util_map.png
(2 px per um) 16 x 16 tiles, from white (low) to dark blue (high), 0 to 100% covered.
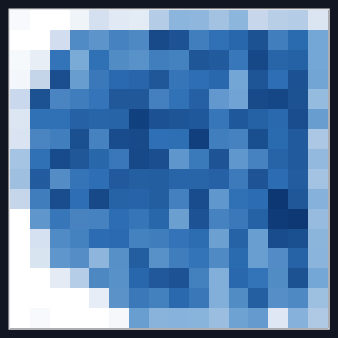
m3.png
(3 px per um) Cells faint in the background.
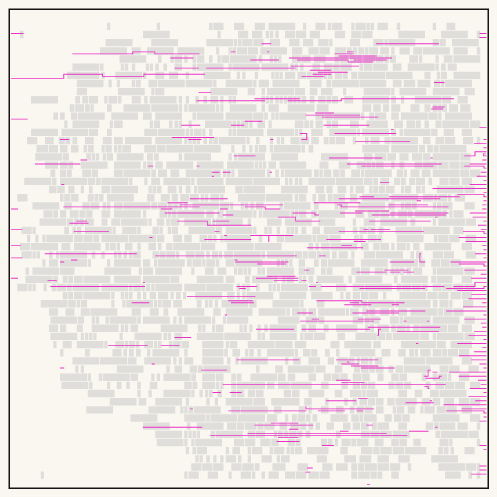
## src/rtl/dump_pkg.sv

```systemverilog
// Shared types and constants for the state dump engine: FSM encoding and the
// fixed layout of the four header words that open every dump record.
package dump_pkg;

   typedef enum logic [1:0] {
      ST_IDLE,
      ST_HDR,
      ST_REG,
      ST_MEM
   } dump_state_t;

   localparam int HDR_CYCLE = 0;
   localparam int HDR_STALL = 1;
   localparam int HDR_FLUSH = 2;
   localparam int HDR_PC    = 3;
   localparam int HDR_WORDS = 4;

endpackage

```

## src/rtl/sat_counter32.sv

```systemverilog
// 32-bit event counter that advances on an enable and sticks at all-ones
// instead of wrapping, so a long run never reports a small count.
module sat_counter32 (
   input  logic        clk_i,
   input  logic        rst_i,
   input  logic        inc_i,
   output logic [31:0] count_o
);

   // NOTE: clocked state uses non-blocking (<=) so every flop samples pre-edge values.
   always_ff @(posedge clk_i or negedge rst_i) begin
      if (!rst_i) begin
         count_o <= '0;
      end else if (inc_i && (count_o != 32'hFFFF_FFFF)) begin
         count_o <= count_o + 32'd1;
      end
   end

endmodule

```

## src/rtl/state_dump_engine.sv

```systemverilog
// Streams a debug record (counter/PC snapshot, register file, data memory)
// over a valid/ready port at one word per cycle, reading RF/DM live.
module state_dump_engine
   import dump_pkg::*;
#(
   parameter int NUM_REGS      = 32,
   parameter int NUM_MEM_WORDS = 8
) (
   input  logic        clk_i,
   input  logic        rst_i,
   input  logic        start_i,
   input  logic        stall_i,
   input  logic        flush_i,
   input  logic [31:0] pc_i,
   input  logic        dump_req_i,
   output logic [4:0]  rf_addr_o,
   input  logic [31:0] rf_data_i,
   output logic [31:0] dm_addr_o,
   input  logic [31:0] dm_data_i,
   output logic        out_valid_o,
   input  logic        out_ready_i,
   output logic [31:0] out_data_o,
   output logic        out_last_o,
   output logic        busy_o,
   output logic        overrun_o
);

   localparam int REC_LEN  = HDR_WORDS + NUM_REGS + NUM_MEM_WORDS;
   localparam int MEM_BASE = HDR_WORDS + NUM_REGS;
   localparam int IDX_W    = $clog2(REC_LEN + 1);

   typedef logic [IDX_W-1:0] idx_t;

   dump_state_t state, state_next;
   idx_t        idx, idx_next, nidx;
   logic        load, accept;
   logic [31:0] word_next;
   logic [31:0] cycle_cnt, stall_cnt, flush_cnt;
   logic [31:0] snap_stall, snap_flush, snap_pc;

   sat_counter32 u_cycle_cnt (.clk_i(clk_i), .rst_i(rst_i), .inc_i(start_i), .count_o(cycle_cnt));
   sat_counter32 u_stall_cnt (.clk_i(clk_i), .rst_i(rst_i), .inc_i(stall_i), .count_o(stall_cnt));
   sat_counter32 u_flush_cnt (.clk_i(clk_i), .rst_i(rst_i), .inc_i(flush_i), .count_o(flush_cnt));

   // Which section of the record a word index belongs to.
   function automatic dump_state_t region_of(idx_t k);
      if (k < idx_t'(HDR_WORDS)) begin
         return ST_HDR;
      end else if (k < idx_t'(MEM_BASE)) begin
         return ST_REG;
      end
      return ST_MEM;
   endfunction

   assign accept      = (state == ST_IDLE) && dump_req_i;
   assign out_valid_o = (state != ST_IDLE);
   assign busy_o      = (state != ST_IDLE);

   // Addresses always point at the word after the one on display, so the
   // handshake edge can load it with no bubble; they hold while stalled.
   always_comb begin
      // NOTE: every signal driven here gets a default first, so no path infers a latch.
      nidx      = idx + idx_t'(1);
      rf_addr_o = '0;
      dm_addr_o = '0;
      word_next = out_data_o;
      if ((state != ST_IDLE) && (nidx < idx_t'(REC_LEN))) begin
         case (region_of(nidx))
            ST_HDR: begin
               case (int'(nidx))
                  HDR_STALL: word_next = snap_stall;
                  HDR_FLUSH: word_next = snap_flush;
                  default:   word_next = snap_pc;
               endcase
            end
            ST_REG: begin
               rf_addr_o = 5'(nidx - idx_t'(HDR_WORDS));
               word_next = rf_data_i;
            end
            default: begin
               dm_addr_o = 32'(nidx - idx_t'(MEM_BASE)) << 2;
               word_next = dm_data_i;
            end
         endcase
      end
   end

   always_comb begin
      state_next = state;
      idx_next   = idx;
      load       = 1'b0;
      case (state)
         ST_IDLE: begin
            if (dump_req_i) begin
               state_next = ST_HDR;
               idx_next   = idx_t'(HDR_CYCLE);
               load       = 1'b1;
            end
         end
         default: begin
            if (out_ready_i) begin
               if (idx == idx_t'(REC_LEN - 1)) begin
                  state_next = ST_IDLE;
               end else begin
                  state_next = region_of(nidx);
                  idx_next   = nidx;
                  load       = 1'b1;
               end
            end
         end
      endcase
   end

   always_ff @(posedge clk_i or negedge rst_i) begin
      if (!rst_i) begin
         state <= ST_IDLE;
      end else begin
         state <= state_next;
      end
   end

   always_ff @(posedge clk_i or negedge rst_i) begin
      if (!rst_i) begin
         idx        <= '0;
         out_data_o <= '0;
         out_last_o <= 1'b0;
         overrun_o  <= 1'b0;
         snap_stall <= '0;
         snap_flush <= '0;
         snap_pc    <= '0;
      end else begin
         idx <= idx_next;
         if (load) begin
            // k0 comes straight from the live counter: it equals the snapshot.
            out_data_o <= accept ? cycle_cnt : word_next;
            out_last_o <= (idx_next == idx_t'(REC_LEN - 1));
         end else if (out_ready_i) begin
            out_last_o <= 1'b0;
         end
         if (accept) begin
            snap_stall <= stall_cnt;
            snap_flush <= flush_cnt;
            snap_pc    <= pc_i;
         end
         if (dump_req_i && (state != ST_IDLE)) begin
            overrun_o <= 1'b1;
         end
      end
   end

endmodule

```

## config.mk

```make
export PLATFORM = sky130hd
export DESIGN_NAME = state_dump_engine
export DESIGN_NICKNAME = d
export VERILOG_FILES = /design/src/rtl/dump_pkg.sv /design/src/rtl/sat_counter32.sv /design/src/rtl/state_dump_engine.sv
export SDC_FILE = /design/constraint.sdc
export NUM_CORES = 1
export LEC_CHECK = 0
export CORE_MARGIN = 2
export CORE_UTILIZATION = 50
export DETAILED_ROUTE_END_ITERATION = 6
export PLACE_DENSITY = 0.77
export SLEW_MARGIN = 15
export SYNTH_ARGS = -nofsm -noshare
export SYNTH_HDL_FRONTEND = slang
export SYNTH_SLANG_ARGS = --single-unit
```

## constraint.sdc

```tcl
create_clock -name clk_i -period 2.4 [get_ports clk_i]
set_input_delay 0.6 -clock clk_i [delete_from_list [all_inputs] [get_ports clk_i]]
set_output_delay 0.6 -clock clk_i [all_outputs]
set_load 0.01 [all_outputs]
```

==> run_results.csv <==
group,metric,value,unit
timing,hold_viol,2,
placement,dp_cells,1808,
clocking,cts_hold_buf,0,
clocking,cts_buffers,26,
timing,setup_violations,40,
global_routing,grt_start_max_net_pins,63,
worst_setup_path,worstReg2RegStart,"idx[0]$_DFF_PN0_",
worst_setup_path,crit_end,"rf_addr_o[4]",
placement,gpl.final_weighted_congestion,0.947,
power_and_ir_drop,clk-power,3.95,mW
final_layout,fin_nets,1645,
final_layout,area_growth,29.6,%
worst_setup_path,crit_family,"simple AND/OR/NAND/NOR gates",
synthesis,ys_top_logic_family,"simple AND/OR/NAND/NOR gates",
worst_setup_path,reg2reg_slack,-0.26,ns
worst_setup_path,worst-setup-path-type,"register to primary output",
synthesis,ys_area,12000,um2
final_layout,layout.cells.non_filler,1874,
worst_setup_path,crit_chain,"and4_4 -> o211ai_1 -> buf_4 -> a211o_1 -> nand2_1 -> or4_4 -> buf_6 -> nor2_4 -> buf_6",
clocking,cts.repair.resized,48,
job,maxCapViolations,0,
placement,dp_hpwl,25.9,mm
run_status,status,"finished, violations left",
clocking,cts_tree,"yes",
timing,setup_ws,-0.969,ns
route,post_drt_wl_per_cell,19.5,um
worst_setup_path,slowest_stage,"or4_4",
worst_setup_path,crit_arrival,2.77,ns
placement,place_ws,-0.699,ns
timing,hold_ws,-0.00267,ns
final_layout,diodes,0,
route,postRouteAntennaNets,0,
route,drc,0,
power_and_ir_drop,vdd_drop_max,0.579,mV
final_layout,comb_area_share,37.3,%
final_layout,buffers_excl_clock,259,
run_status,violations,"negative hold slack, negative setup slack",
floorplanning,die_w,159,um
final_layout,n_all_inverters,15,
Back to the opening pictures, util_map.png:
densest ninth of the die: center
tiles over 75% full: 36%
fullest tile: 97%
emptiest ninth of the die: south-west
Init Core Util: 51.1%
core area: 23500 um2
post-layout util: 66.2%

Back to the opening pictures, m3.png:
main direction: horizontal
share of all routed wire: 7.1%
nets with wire on the layer: 204
met3 Resource Use GR: 3.86%
final wirelength: 36.5 mm
via count: 10.8k

-- how the worst min path moves through the flow --
stage | startpoint | end
5_1_grt | rst_i | out_data_o[22]$_DFFE_PN0P_
6_report | rst_i | out_data_o[22]$_DFFE_PN0P_
3_5_place_dp | overrun_o$_DFFE_PN0P_ | overrun_o$_DFFE_PN0P_
3_3_place_gp | overrun_o$_DFFE_PN0P_ | overrun_o$_DFFE_PN0P_
2_1_floorplan | rst_i | idx[0]$_DFF_PN0_
4_1_cts | rst_i | snap_pc[15]$_DFFE_PN0P_
-- state kept, by name (all words and copies together) (netlist names), 6 cells and up --
signal	cells
u_flush_cnt.count_o	32
snap_stall	32
snap_pc	32
u_stall_cnt.count_o	32
idx	6
snap_flush	32
u_cycle_cnt.count_o	32
out_data_o	32
Power figures rest on the tool's default switching activity, not on a simulated workload.
